### Nets reached from selected ports

The bar under the picture is 50 um long.
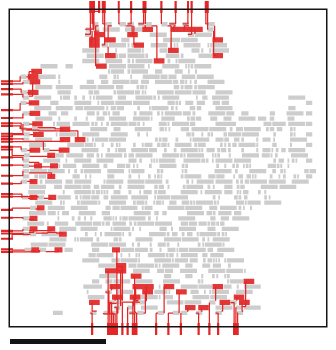
### The metal 2 layer

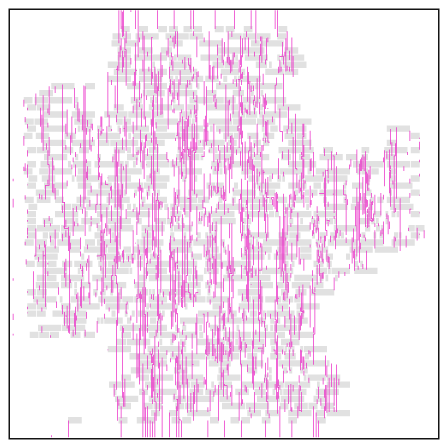
<file path="src/rtl/popcount_tree_stage.sv">
// Pipelined binary adder tree: reduces N unsigned 2-bit products to one sum.
// Every level is a register stage; a valid flag travels alongside each level.
module popcount_tree_stage #(
    parameter int n_stage = 5
) (
    input  logic                        clk,
    input  logic                        rst_n,
    input  logic                        en,
    input  logic                        in_valid,
    input  logic [2*(2**n_stage)-1:0]   mult_in,
    output logic [n_stage+1:0]          sum_out,
    output logic                        out_valid
);

    localparam int N = 2 ** n_stage;

    // Bit offset of level k inside the flattened tree bus; level i is (N>>i) values of 2+i bits.
    function automatic int lvl_off(input int k);
        int o;
        o = 0;
        for (int i = 0; i < k; i++) begin
            o += (N >> i) * (2 + i);
        end
        return o;
    endfunction

    localparam int TOT = lvl_off(n_stage + 1);

    wire  [TOT-1:0]   tree_w;
    logic [n_stage:0] v_q;
    logic [n_stage:0] v_d;

    always_comb begin
        v_d = v_q;
        if (en) begin
            v_d = {v_q[n_stage-1:0], in_valid};
        end
    end

    always_ff @(posedge clk or negedge rst_n) begin
        if (!rst_n) begin
            v_q <= '0;
        end else begin
            v_q <= v_d;
        end
    end

    genvar k;
    generate
        for (k = 0; k <= n_stage; k++) begin : g_lvl
            localparam int M  = N >> k;
            localparam int W  = 2 + k;
            localparam int CO = lvl_off(k);

            logic [M*W-1:0] d_q;
            logic [M*W-1:0] d_d;
            logic           ld;

            if (k == 0) begin : g_in
                assign d_d = mult_in;
                assign ld  = in_valid;
            end else begin : g_add
                localparam int PO = lvl_off(k - 1);
                localparam int WP = W - 1;

                // Operands are zero-extended by one bit, so a pair sum can never overflow.
                always_comb begin
                    d_d = '0;
                    for (int j = 0; j < M; j++) begin
                        d_d[j*W +: W] = {1'b0, tree_w[PO + (2*j)*WP +: WP]}
                                      + {1'b0, tree_w[PO + (2*j+1)*WP +: WP]};
                    end
                end

                assign ld = v_q[k-1];
            end

            // Data only moves when a real vector arrives; bubbles leave the level untouched.
            always_ff @(posedge clk or negedge rst_n) begin
                if (!rst_n) begin
                    d_q <= '0;
                end else if (en && ld) begin
                    d_q <= d_d;
                end
            end

            assign tree_w[CO +: M*W] = d_q;
        end
    endgenerate

    assign sum_out   = tree_w[lvl_off(n_stage) +: n_stage+2];
    assign out_valid = v_q[n_stage];

endmodule

</file>
<file path="config.mk">
export PLATFORM = sky130hd
export DESIGN_NAME = popcount_tree_stage
export DESIGN_NICKNAME = d
export VERILOG_FILES = /design/src/rtl/popcount_tree_stage.sv
export SDC_FILE = /design/constraint.sdc
export NUM_CORES = 1
export LEC_CHECK = 0
export CORE_MARGIN = 5
export CORE_UTILIZATION = 40
export DETAILED_ROUTE_END_ITERATION = 10
export GPL_TIMING_DRIVEN = 0
export HOLD_SLACK_MARGIN = 0.12
export PLACE_DENSITY = 0.64
export SYNTH_ARGS = -nofsm -noshare
export SYNTH_HDL_FRONTEND = slang
export SYNTH_SLANG_ARGS = --single-unit
</file>
<file path="constraint.sdc">
create_clock -name clk -period 4.18 [get_ports clk]
set_input_delay 0.836 -clock clk [delete_from_list [all_inputs] [get_ports clk]]
set_output_delay 0.836 -clock clk [all_outputs]
set_load 0.05 [all_outputs]
</file>
==> reports/qor.yml <==
die:
  die_w_um: 164
  nWellTaps: 319
  die_y_um: 164
  core_um2: 23400
  rows: 56
  fp_util_pct: 40.4
  die-area_um2: 26800
finish:
  n_clock_buffer: 18
  nNonClkBuffers: 104
  seqAreaFraction_pct: 42.1
  comb_share_pct: 37.6
  logic_gates: 474
  area_share_nonclk_buffers_pct: 8.49
  inv_count: 87
  comb_area_um2: 4220
  area_growth_pct: 18.7
  largestClassByArea: "registers"
  antenna_cells: 0
  final_cell_count_no_fill: 1205
  seqCellArea_um2: 4730
  flops: 189
  clk_share_pct: 5.32
clocking:
  numCtsBuffers: 17
  clkSinkCount: 189
  ctsHoldBuffers: 0
  htree_levels: 4
  cts-root-buf: "clkbuf_16"
  clockBufferDepth: 2
  cts_tree: "done"
  clkLatencyLatePin_ns: 0.43
  cts_resized: 0
worst_hold_path:
  holdCritPathClass: "in2async"
final_timing:
  finalClockSkew_ns: 0.00928
  setup_viol: 0
  hold_viol: 0
  drv_slew: 0
  tightest_slew_ns: 0.592
  rsz0062_at_grt: "false"
  finalCritPeriodShare_pct: 58.1
  period_needed_ns: 2.43
  slew_headroom_pct: 60.5
  fmax_mhz: 412
worst_setup_path:
  cp.depth: 1
  reg2reg_depth: 6
  arrival_ns: 1.59
  critical_path_required_ns: 3.34
  critPathMaxStageDelay_ns: 0.81
  crit_buf_inv: 1
  path_cells: "clkdlybuf4s50_1"
  start_kind: "flip-flop"
  crit_slowest_cell: "clkdlybuf4s50_1"
  crit_type: "reg2out"
  crit_path_end_kind: "primary output"
logic_synthesis:
  synth.distinct_cells: 24
  numSynthFlops: 189
  syn_area_um2: 9450
  ys_seq_share_pct: 50.0
  ys_warn_count: 0
  syn_avg_cell_area_um2: 12.1
  adder_share_pct: 16.1
  synth.cellmix.xorXnorShare_pct: 2.04
  synthAoiAreaFrac_pct: 8.21
  synthCells: 779
  synthTopLogicFamily: "adder cells"
  floorplan.nets: 950
  mux_share_pct: 13.7
  yosysCellCount: 779
placed_design:
  dp_hpwl_mm: 12.1
  dpl.cell_count: 1173
routing:
  vias: 5619
  drtPass1Iterations: 4
  routed_via_density: 4.66
  drt-wirelength-per-cell_um: 13.4
  drt_iter0_drc: 211
  routed_wl_mm: 16.1
  antenna_left: 0
global_route:
  grt_pass1_vias: 5921
  overflow: 0
  grt_pass1_wl_mm: 28.6
  antenna_found_initial: 0
  grt_max_degree: 122
  grtUsageTotal_pct: 13.2
pwr:
  vdd_drop_max_v: 0.000271
  leakagePower_nw: 5.41
flow_run:
  maxCapViolations: 0
  warnings: 28
status:
  run_status: "completed"
Back to the opening pictures, 'Nets reached from selected ports':
Key: mult_in = red [bits 64, direction input, edge 27 left, 21 bottom, 16 top, end cells 64, buffers 64, wire 1200 um]
io pins: 76
IO buf count: 74

Back to the opening pictures, 'The metal 2 layer':
The wires run mostly vertical. The layer holds 47% of the routed length. 884 nets have wire on it. The longest straight run is 46.9 um.

==> cells by family (layout without fill, tap and decap cells) <==
group,after synthesis,in the layout
DFF,189,189
AOI/OAI and AO/OA,143,143
buffers and inverters,116,223
and+or+nand+nor,107,107
adders and majority gates,103,103
muxes,99,99
xor gates and xnor gates,22,22
==> routing by layer <==
layer / part of all wire, % / vias to the layer above / wire [um] / global-route usage [%]
met1: 49 / 2766 / 7840 / 18.2
met2: 47 / 58 / 7630 / 21.4
li1: - / 2780 / - / -
met4: 1.3 / 0 / 212 / 3.77
met5: 0 / - / 0 / 0
met3: 2.7 / 15 / 443 / 2.63
==> report_power, final <==
part / switching (mW) / total, mW / internal, mW
Sequential: 0.389 / 2.80 / 2.41
Combinational: 1.18 / 2.36 / 1.18
Clock: 0.726 / 1.64 / 0.911
==> through the flow <==
step           setup TNS, ns  hold WS, ns  setup WS [ns]  power [mW]  instance area, um^2
6_report                   0        0.350           1.75        6.80                11200
5_1_grt                    0        0.391           1.70        7.42                11200
4_1_cts                    0        0.367           1.73        6.92                11200
3_5_place_dp               0        0.470           2.00        5.24                10600
3_3_place_gp        -1068.79        0.462          -5.67        5.15                10600
2_1_floorplan              0        0.453           2.41        4.51                 9450
==> cell usage in the layout, fill, tap and decap left out, types with 3 or more instances in the layout <==
cell,count
a21o_1,16
mux2_4,49
xnor2_1,5
buf_2,9
inv_6,5
buf_6,6
clkbuf_16,17
mux2_2,50
nor2_1,6
a21oi_1,30
nand2_2,3
xor2_1,17
o21ai_0,88
clkdlybuf4s50_1,73
clkbuf_1,10
nor2b_1,6
ha_1,72
nand2_1,88
o31ai_1,5
fa_1,31
dfrtp_1,189
nor3_1,4
inv_1,87
buf_4,4
==> final timing paths <==
path	start	slack, ns	endpoint
max	sum_out[6]	1.75	sum_out[6]
min	rst_n	0.35	g_lvl[0].d_q[60]
max reg2reg	g_lvl[4].d_q[6]	2.41	sum_out[6]
min reg2reg	sum_out[3]	0.48	sum_out[3]
max in group asynchronous	rst_n	2.89	g_lvl[0].d_q[23]
min in group clk	sum_out[3]	0.48	sum_out[3]
==> sequential cells by signal, summed over array words and instances, names as in the netlist <==
register   flops
g_lvl.d_q    176
v_q            6
sum_out        7
==> synthesized netlist by cell type <==
cell | instances | share of area [%]
a211oi_1 | 1 | 0.079
a21o_1 | 16 | 1.3
a21oi_1 | 30 | 1.6
buf_2 | 9 | 0.48
buf_4 | 4 | 0.32
buf_6 | 6 | 0.71
clkbuf_1 | 10 | 0.40
dfrtp_1 | 189 | 50
fa_1 | 31 | 6.6
ha_1 | 72 | 9.5
inv_1 | 87 | 3.5
mux2_2 | 50 | 6.0
mux2_4 | 49 | 7.8
nand2_1 | 88 | 3.5
nand2_2 | 3 | 0.20
nor2_1 | 6 | 0.24
nor2b_1 | 6 | 0.40
nor3_1 | 4 | 0.21
o21a_1 | 2 | 0.16
o21ai_0 | 88 | 4.7
o21ai_1 | 1 | 0.053
o31ai_1 | 5 | 0.40
xnor2_1 | 5 | 0.46
xor2_1 | 17 | 1.6
Power figures rest on the tool's default switching activity, not on a simulated workload.
